===== config.mk =====
export PLATFORM = sky130hd
export DESIGN_NAME = mem_burst_ctrl_flat
export DESIGN_NICKNAME = d
export VERILOG_FILES = /design/src/rtl/mem_ctrl_pkg.sv /design/src/rtl/mem_burst_ctrl_if.sv /design/src/rtl/mem_rd_fifo.sv /design/src/rtl/mem_burst_ctrl.sv /design/src/flat_wrapper.sv
export SDC_FILE = /design/constraint.sdc
export NUM_CORES = 1
export LEC_CHECK = 0
export CAP_MARGIN = 0
export CORE_UTILIZATION = 40
export CTS_BUF_LIST = sky130_fd_sc_hd__clkbuf_4 sky130_fd_sc_hd__clkbuf_8
export DETAILED_ROUTE_END_ITERATION = 12
export PLACE_DENSITY = 0.67
export SYNTH_ARGS = -nofsm -noshare
export SYNTH_HDL_FRONTEND = slang
export SYNTH_SLANG_ARGS = --single-unit

===== constraint.sdc =====
create_clock -name clk -period 2.7 [get_ports clk]
set_input_delay 0.27 -clock clk [delete_from_list [all_inputs] [get_ports clk]]
set_output_delay 0.27 -clock clk [all_outputs]
set_load 0.05 [all_outputs]

===== src/rtl/mem_ctrl_pkg.sv =====
// Shared types and constants for the memory burst controller.
package mem_ctrl_pkg;

  typedef enum logic [1:0] {
    IDLE  = 2'd0,
    WRITE = 2'd1,
    READ  = 2'd2
  } state_e;

  localparam int unsigned RD_FIFO_DEPTH = 4;

endpackage


===== src/rtl/mem_burst_ctrl_if.sv =====
// Command, write-stream, read-stream and memory-request signals of the burst controller.
interface mem_burst_ctrl_if #(
  parameter int unsigned ADDR_WIDTH = 10,
  parameter int unsigned WIDTH      = 16,
  parameter int unsigned LEN_WIDTH  = 8
);
  logic                  cmd_valid;
  logic                  cmd_ready;
  logic                  cmd_wr;
  logic [ADDR_WIDTH-1:0] cmd_addr;
  logic [LEN_WIDTH-1:0]  cmd_len;
  logic                  wr_valid;
  logic                  wr_ready;
  logic [WIDTH-1:0]      wr_data;
  logic                  rd_valid;
  logic                  rd_ready;
  logic [WIDTH-1:0]      rd_data;
  logic                  mem_valid;
  logic                  mem_wr;
  logic [ADDR_WIDTH-1:0] mem_addr;
  logic [WIDTH-1:0]      mem_wdata;
  logic                  mem_ready;
  logic [WIDTH-1:0]      mem_rdata;

  modport slave (
    input  cmd_valid, cmd_wr, cmd_addr, cmd_len,
    output cmd_ready,
    input  wr_valid, wr_data,
    output wr_ready,
    output rd_valid, rd_data,
    input  rd_ready,
    output mem_valid, mem_wr, mem_addr, mem_wdata,
    input  mem_ready, mem_rdata
  );

  modport master (
    output cmd_valid, cmd_wr, cmd_addr, cmd_len,
    input  cmd_ready,
    output wr_valid, wr_data,
    input  wr_ready,
    input  rd_valid, rd_data,
    output rd_ready,
    input  mem_valid, mem_wr, mem_addr, mem_wdata,
    output mem_ready, mem_rdata
  );
endinterface


===== src/rtl/mem_rd_fifo.sv =====
// Small synchronous FIFO buffering read returns; overflow is prevented upstream by credits.
module mem_rd_fifo #(
  parameter int unsigned WIDTH = 16,
  parameter int unsigned DEPTH = 4,
  parameter int unsigned CNT_W = $clog2(DEPTH + 1)
) (
  input  logic             clk,
  input  logic             reset_n,
  input  logic             push_i,
  input  logic [WIDTH-1:0] data_i,
  input  logic             pop_i,
  output logic [CNT_W-1:0] count_o,
  output logic [WIDTH-1:0] head_o
);
  localparam int unsigned PTR_W = $clog2(DEPTH);

  logic [WIDTH-1:0] mem_q [DEPTH];
  logic [PTR_W-1:0] wptr_q, wptr_d;
  logic [PTR_W-1:0] rptr_q, rptr_d;
  logic [CNT_W-1:0] count_q, count_d;

  always_comb begin
    wptr_d  = wptr_q;
    rptr_d  = rptr_q;
    count_d = count_q + CNT_W'(push_i) - CNT_W'(pop_i);
    if (push_i) wptr_d = (wptr_q == PTR_W'(DEPTH - 1)) ? '0 : wptr_q + PTR_W'(1);
    if (pop_i)  rptr_d = (rptr_q == PTR_W'(DEPTH - 1)) ? '0 : rptr_q + PTR_W'(1);
  end

  always_ff @(posedge clk or negedge reset_n) begin
    if (!reset_n) begin
      wptr_q  <= '0;
      rptr_q  <= '0;
      count_q <= '0;
      for (int unsigned i = 0; i < DEPTH; i++) mem_q[i] <= '0;
    end else begin
      wptr_q  <= wptr_d;
      rptr_q  <= rptr_d;
      count_q <= count_d;
      if (push_i) mem_q[wptr_q] <= data_i;
    end
  end

  assign count_o = count_q;
  assign head_o  = (count_q == '0) ? '0 : mem_q[rptr_q];

endmodule


===== src/rtl/mem_burst_ctrl.sv =====
// Burst controller: turns write/read streams into per-word memory requests,
// with credit-limited read issue into a small return FIFO.
module mem_burst_ctrl
  import mem_ctrl_pkg::*;
#(
  parameter int unsigned DEPTH      = 1024,
  parameter int unsigned WIDTH      = 16,
  parameter int unsigned ADDR_WIDTH = $clog2(DEPTH),
  parameter int unsigned LEN_WIDTH  = 8
) (
  input  logic              clk,
  input  logic              reset_n,
  mem_burst_ctrl_if.slave   bus,
  output logic              busy,
  output logic              done
);
  localparam int unsigned CNT_W = LEN_WIDTH + 1;
  localparam int unsigned CRW   = $clog2(RD_FIFO_DEPTH + 1);

  state_e                state_q, state_d;
  logic [ADDR_WIDTH-1:0] addr_q, addr_d, next_addr;
  logic [LEN_WIDTH-1:0]  len_q, len_d;
  logic [CNT_W-1:0]      issued_q, issued_d;
  logic [CNT_W-1:0]      popped_q, popped_d;
  logic [CRW-1:0]        inflight_q, inflight_d;
  logic [1:0]            rpend_q, rpend_d;
  logic                  mem_valid_q, mem_valid_d;
  logic                  mem_wr_q, mem_wr_d;
  logic [ADDR_WIDTH-1:0] mem_addr_q, mem_addr_d;
  logic [WIDTH-1:0]      mem_wdata_q, mem_wdata_d;
  logic                  done_q, done_d;

  logic [CRW-1:0]   fifo_count;
  logic [WIDTH-1:0] fifo_head;
  logic [CRW:0]     occupancy;
  logic             wr_hs, rd_issue, push, pop;

  assign next_addr = (addr_q == ADDR_WIDTH'(DEPTH - 1)) ? '0 : addr_q + ADDR_WIDTH'(1);
  assign occupancy = {1'b0, fifo_count} + {1'b0, inflight_q};
  assign wr_hs     = (state_q == WRITE) && bus.wr_valid;
  assign rd_issue  = (state_q == READ) && (issued_q <= {1'b0, len_q})
                     && (occupancy < (CRW + 1)'(RD_FIFO_DEPTH));
  // rpend_q[1] lines up with the mem_ready of a read issued two cycles earlier.
  assign push      = bus.mem_ready && rpend_q[1];
  assign pop       = (fifo_count != '0) && bus.rd_ready;

  always_comb begin
    state_d     = state_q;
    addr_d      = addr_q;
    len_d       = len_q;
    issued_d    = issued_q;
    popped_d    = popped_q;
    inflight_d  = inflight_q + CRW'(rd_issue) - CRW'(push);
    rpend_d     = {rpend_q[0], rd_issue};
    mem_valid_d = 1'b0;
    mem_wr_d    = 1'b0;
    mem_addr_d  = mem_addr_q;
    mem_wdata_d = mem_wdata_q;
    done_d      = 1'b0;
    case (state_q)
      IDLE: begin
        if (bus.cmd_valid) begin
          addr_d   = bus.cmd_addr;
          len_d    = bus.cmd_len;
          issued_d = '0;
          popped_d = '0;
          state_d  = bus.cmd_wr ? WRITE : READ;
        end
      end
      WRITE: begin
        if (wr_hs) begin
          mem_valid_d = 1'b1;
          mem_wr_d    = 1'b1;
          mem_addr_d  = addr_q;
          mem_wdata_d = bus.wr_data;
          addr_d      = next_addr;
          issued_d    = issued_q + CNT_W'(1);
          if (issued_q == {1'b0, len_q}) begin
            state_d = IDLE;
            done_d  = 1'b1;
          end
        end
      end
      READ: begin
        if (rd_issue) begin
          mem_valid_d = 1'b1;
          mem_addr_d  = addr_q;
          addr_d      = next_addr;
          issued_d    = issued_q + CNT_W'(1);
        end
        if (pop) begin
          popped_d = popped_q + CNT_W'(1);
          if (popped_q == {1'b0, len_q}) begin
            state_d = IDLE;
            done_d  = 1'b1;
          end
        end
      end
      default: state_d = IDLE;
    endcase
  end

  always_ff @(posedge clk or negedge reset_n) begin
    if (!reset_n) begin
      state_q     <= IDLE;
      addr_q      <= '0;
      len_q       <= '0;
      issued_q    <= '0;
      popped_q    <= '0;
      inflight_q  <= '0;
      rpend_q     <= '0;
      mem_valid_q <= 1'b0;
      mem_wr_q    <= 1'b0;
      mem_addr_q  <= '0;
      mem_wdata_q <= '0;
      done_q      <= 1'b0;
    end else begin
      state_q     <= state_d;
      addr_q      <= addr_d;
      len_q       <= len_d;
      issued_q    <= issued_d;
      popped_q    <= popped_d;
      inflight_q  <= inflight_d;
      rpend_q     <= rpend_d;
      mem_valid_q <= mem_valid_d;
      mem_wr_q    <= mem_wr_d;
      mem_addr_q  <= mem_addr_d;
      mem_wdata_q <= mem_wdata_d;
      done_q      <= done_d;
    end
  end

  mem_rd_fifo #(
    .WIDTH (WIDTH),
    .DEPTH (RD_FIFO_DEPTH),
    .CNT_W (CRW)
  ) u_rd_fifo (
    .clk     (clk),
    .reset_n (reset_n),
    .push_i  (push),
    .data_i  (bus.mem_rdata),
    .pop_i   (pop),
    .count_o (fifo_count),
    .head_o  (fifo_head)
  );

  assign bus.cmd_ready = (state_q == IDLE);
  assign bus.wr_ready  = (state_q == WRITE);
  assign bus.rd_valid  = (fifo_count != '0);
  assign bus.rd_data   = fifo_head;
  assign bus.mem_valid = mem_valid_q;
  assign bus.mem_wr    = mem_wr_q;
  assign bus.mem_addr  = mem_addr_q;
  assign bus.mem_wdata = mem_wdata_q;
  assign busy          = (state_q != IDLE);
  assign done          = done_q;

endmodule

===== src/flat_wrapper.sv =====
// flat-port wrapper written by rule: the top's interface ports become plain ports
module mem_burst_ctrl_flat import mem_ctrl_pkg::*;
#(
  parameter int unsigned DEPTH      = 1024,
  parameter int unsigned WIDTH      = 16,
  parameter int unsigned ADDR_WIDTH = $clog2(DEPTH),
  parameter int unsigned LEN_WIDTH  = 8
)
  (clk, reset_n, busy, done, bus_cmd_valid, bus_cmd_wr, bus_cmd_addr, bus_cmd_len, bus_cmd_ready, bus_wr_valid, bus_wr_data, bus_wr_ready, bus_rd_valid, bus_rd_data, bus_rd_ready, bus_mem_valid, bus_mem_wr, bus_mem_addr, bus_mem_wdata, bus_mem_ready, bus_mem_rdata);
  mem_burst_ctrl_if #(.ADDR_WIDTH(ADDR_WIDTH), .WIDTH(WIDTH), .LEN_WIDTH(LEN_WIDTH)) bus_i ();
  input  logic clk;
  input  logic reset_n;
  output logic busy;
  output logic done;
  input wire logic [$bits(bus_i.cmd_valid)-1:0] bus_cmd_valid;
  input wire logic [$bits(bus_i.cmd_wr)-1:0] bus_cmd_wr;
  input wire logic [$bits(bus_i.cmd_addr)-1:0] bus_cmd_addr;
  input wire logic [$bits(bus_i.cmd_len)-1:0] bus_cmd_len;
  output wire logic [$bits(bus_i.cmd_ready)-1:0] bus_cmd_ready;
  input wire logic [$bits(bus_i.wr_valid)-1:0] bus_wr_valid;
  input wire logic [$bits(bus_i.wr_data)-1:0] bus_wr_data;
  output wire logic [$bits(bus_i.wr_ready)-1:0] bus_wr_ready;
  output wire logic [$bits(bus_i.rd_valid)-1:0] bus_rd_valid;
  output wire logic [$bits(bus_i.rd_data)-1:0] bus_rd_data;
  input wire logic [$bits(bus_i.rd_ready)-1:0] bus_rd_ready;
  output wire logic [$bits(bus_i.mem_valid)-1:0] bus_mem_valid;
  output wire logic [$bits(bus_i.mem_wr)-1:0] bus_mem_wr;
  output wire logic [$bits(bus_i.mem_addr)-1:0] bus_mem_addr;
  output wire logic [$bits(bus_i.mem_wdata)-1:0] bus_mem_wdata;
  input wire logic [$bits(bus_i.mem_ready)-1:0] bus_mem_ready;
  input wire logic [$bits(bus_i.mem_rdata)-1:0] bus_mem_rdata;
  assign bus_i.cmd_valid = bus_cmd_valid;
  assign bus_i.cmd_wr = bus_cmd_wr;
  assign bus_i.cmd_addr = bus_cmd_addr;
  assign bus_i.cmd_len = bus_cmd_len;
  assign bus_cmd_ready = bus_i.cmd_ready;
  assign bus_i.wr_valid = bus_wr_valid;
  assign bus_i.wr_data = bus_wr_data;
  assign bus_wr_ready = bus_i.wr_ready;
  assign bus_rd_valid = bus_i.rd_valid;
  assign bus_rd_data = bus_i.rd_data;
  assign bus_i.rd_ready = bus_rd_ready;
  assign bus_mem_valid = bus_i.mem_valid;
  assign bus_mem_wr = bus_i.mem_wr;
  assign bus_mem_addr = bus_i.mem_addr;
  assign bus_mem_wdata = bus_i.mem_wdata;
  assign bus_i.mem_ready = bus_mem_ready;
  assign bus_i.mem_rdata = bus_mem_rdata;
  mem_burst_ctrl #(.DEPTH(DEPTH), .WIDTH(WIDTH), .ADDR_WIDTH(ADDR_WIDTH), .LEN_WIDTH(LEN_WIDTH)) u_core (.clk(clk), .reset_n(reset_n), .bus(bus_i), .busy(busy), .done(done));
endmodule

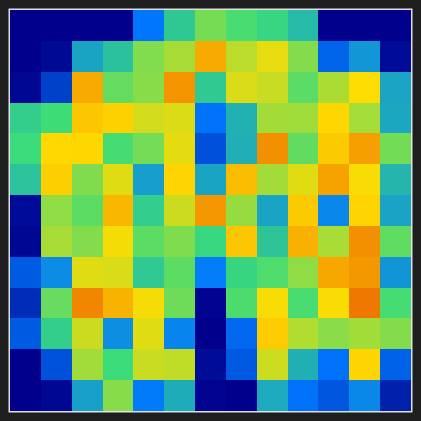
*Cell density map*
Scale: 3 px per um. 13 x 13 tiles, from dark blue (low) to red (high), 0 to 100% covered.
mean over tiles: 48%
nearly empty tiles: 11%
densest ninth of the die: middle right

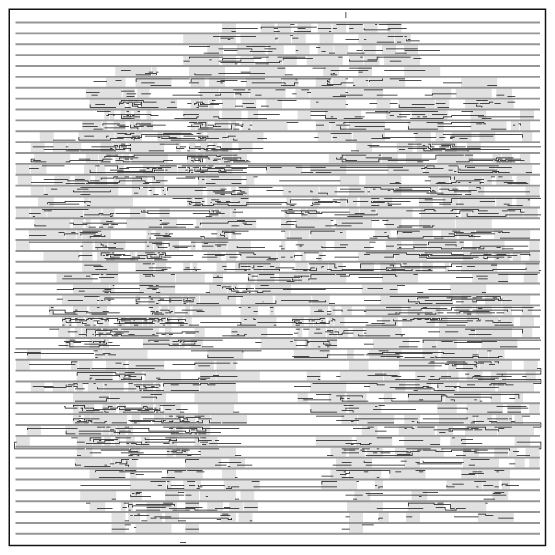
*M1 wires*
Scale: 4 px per um. Supply wires on this layer in grey. Cells faint in the background.
share of all routed wire: 44%
wire length on this layer: 6650 um
main direction: horizontal
longest straight run: 44.2 um
nets with wire on the layer: 687

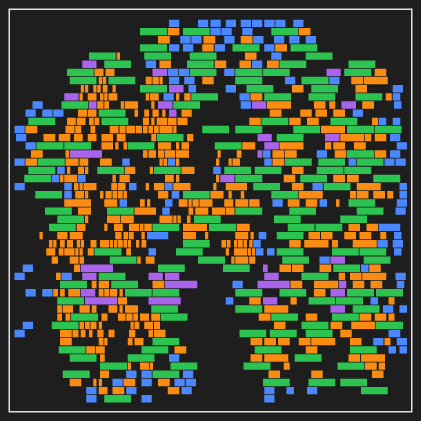
*Placement by cell class*
Scale: 3 px per um.
legend:
  orange:
    class: remaining logic cells
    cells: 387
  purple:
    class: clock drivers and dummy loads
    cells: 32
  green:
    class: registers
    cells: 143
  blue:
    class: remaining buffers and delay cells
    cells: 132

==> results_tabular.tex <==
% Generated from flow reports
\begin{tabular}{lr}
\hline
Metric & Value \\
\hline
\multicolumn{2}{l}{\textbf{Power and ir drop}} \\
Seq pwr share & 0.319 \\
Worst vdd ir & 0.000573 V \\
Clk power & 0.00209 W \\
Static leakage & $\sim$4.1 nW \\
Final Power & 0.0113 W \\
Share of power burned in the clock network & 0.185 \\
Flip-flop and latch power & roughly 0.0036 W \\
\multicolumn{2}{l}{\textbf{STA}} \\
Tightest slew margin relative to the limit & 0.640 \\
Setup repair after global routing missed its margin & yes \\
Total of endpoints with negative setup slack in the final report & 0 \\
Number of endpoints with negative hold slack in the final report & 0 \\
Worst hold slack across all endpoints & roughly 0.33 ns \\
Worst Slack Setup Final & 0.0734 ns \\
Final total negative setup slack & 0 ns \\
\multicolumn{2}{l}{\textbf{Critical path}} \\
Top delay family on crit path & adder cells \\
Required time of the worst setup path & 3.02 ns \\
Critical path capture point type & register \\
Crit path capture & u\_core.inflight\_q[2] \\
Classification of the worst setup path & reg -> reg \\
Type of origin of the critical path & register \\
\multicolumn{2}{l}{\textbf{Finish}} \\
Clock buffers & 22 \\
Most common logic cell in the routed design & sky130\_fd\_sc\_hd\_\_dfrtp\_1 \\
Count of flip-flops and latches & approximately 140 \\
Multi-input gate share of the layout cell area & 0.355 \\
Area growth from synthesis to layout & 28.3\% \\
Combinational Gates & 351 \\
Multi-input gate area & 3160 um2 \\
\multicolumn{2}{l}{\textbf{Logic synthesis}} \\
Mux share of post-synthesis cell area & 0.224 \\
Synth cell count leaders & sky130\_fd\_sc\_hd\_\_dfrtp\_1, sky130\_fd\_sc\_hd\_\_mux2\_2, sky130\_fd\_sc\_hd\_\_nand2\_1 \\
Instance tally after logic synthesis & 549 \\
Distinct lib cells used & approximately 53 \\
Async set or reset register ratio after synthesis & 1.00 \\
Post-synthesis simple-gate area fraction & 0.0927 \\
Cell count listed in synth\_stat.txt & 549 \\
Adder-cell area share of the yosys netlist & 0.0527 \\
\multicolumn{2}{l}{\textbf{Clock tree}} \\
Clock buffer count from CTS & 17 \\
Max clock buf depth & 2 \\
Clk Tree Root Cell & sky130\_fd\_sc\_hd\_\_clkbuf\_8 \\
\multicolumn{2}{l}{\textbf{Place}} \\
Number of cells in the design after placement & roughly 880 \\
\multicolumn{2}{l}{\textbf{Detailed routing}} \\
Count of unresolved DRC violations after routing & 0 \\
Highest layer used for signal routing & met4 \\
Length of the first detailed-routing pass in iterations & 6 \\
Routed vias/inst & 5.21 \\
\multicolumn{2}{l}{\textbf{Floorplanning}} \\
Die height & roughly 130 um \\
\multicolumn{2}{l}{\textbf{GRT}} \\
Fraction of met3 tracks used by global routing & 0.0453 \\
Global routing usage on met1 & 0.229 \\
\multicolumn{2}{l}{\textbf{Run status}} \\
Status & complete, no violations \\
\hline
\end{tabular}
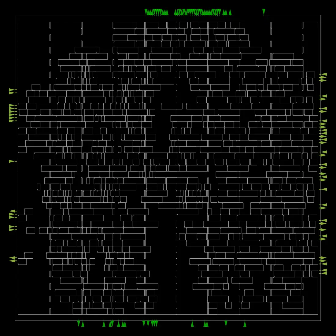
*Placed standard cells*
number of rows in the core area: 47
core utilization of the finished layout: 0.531
number of standard cells in the final layout excluding fillers: 914

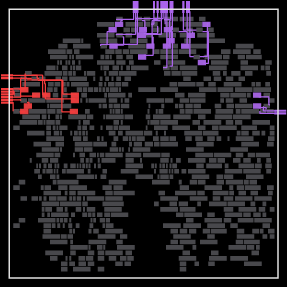
*Nets reached from selected ports*
Scale: 2 px per um.
legend:
  red:
    port: bus_cmd_len
    bits: 8
    direction: input
    edge: left
    end_cells: 8
    buffers: 8
    wire: 196 um
  purple:
    port: bus_wr_data
    bits: 16
    direction: input
    edge: 14 top, 2 right
    end_cells: 16
    buffers: 16
    wire: 426 um

Power figures rest on the tool's default switching activity, not on a simulated workload.
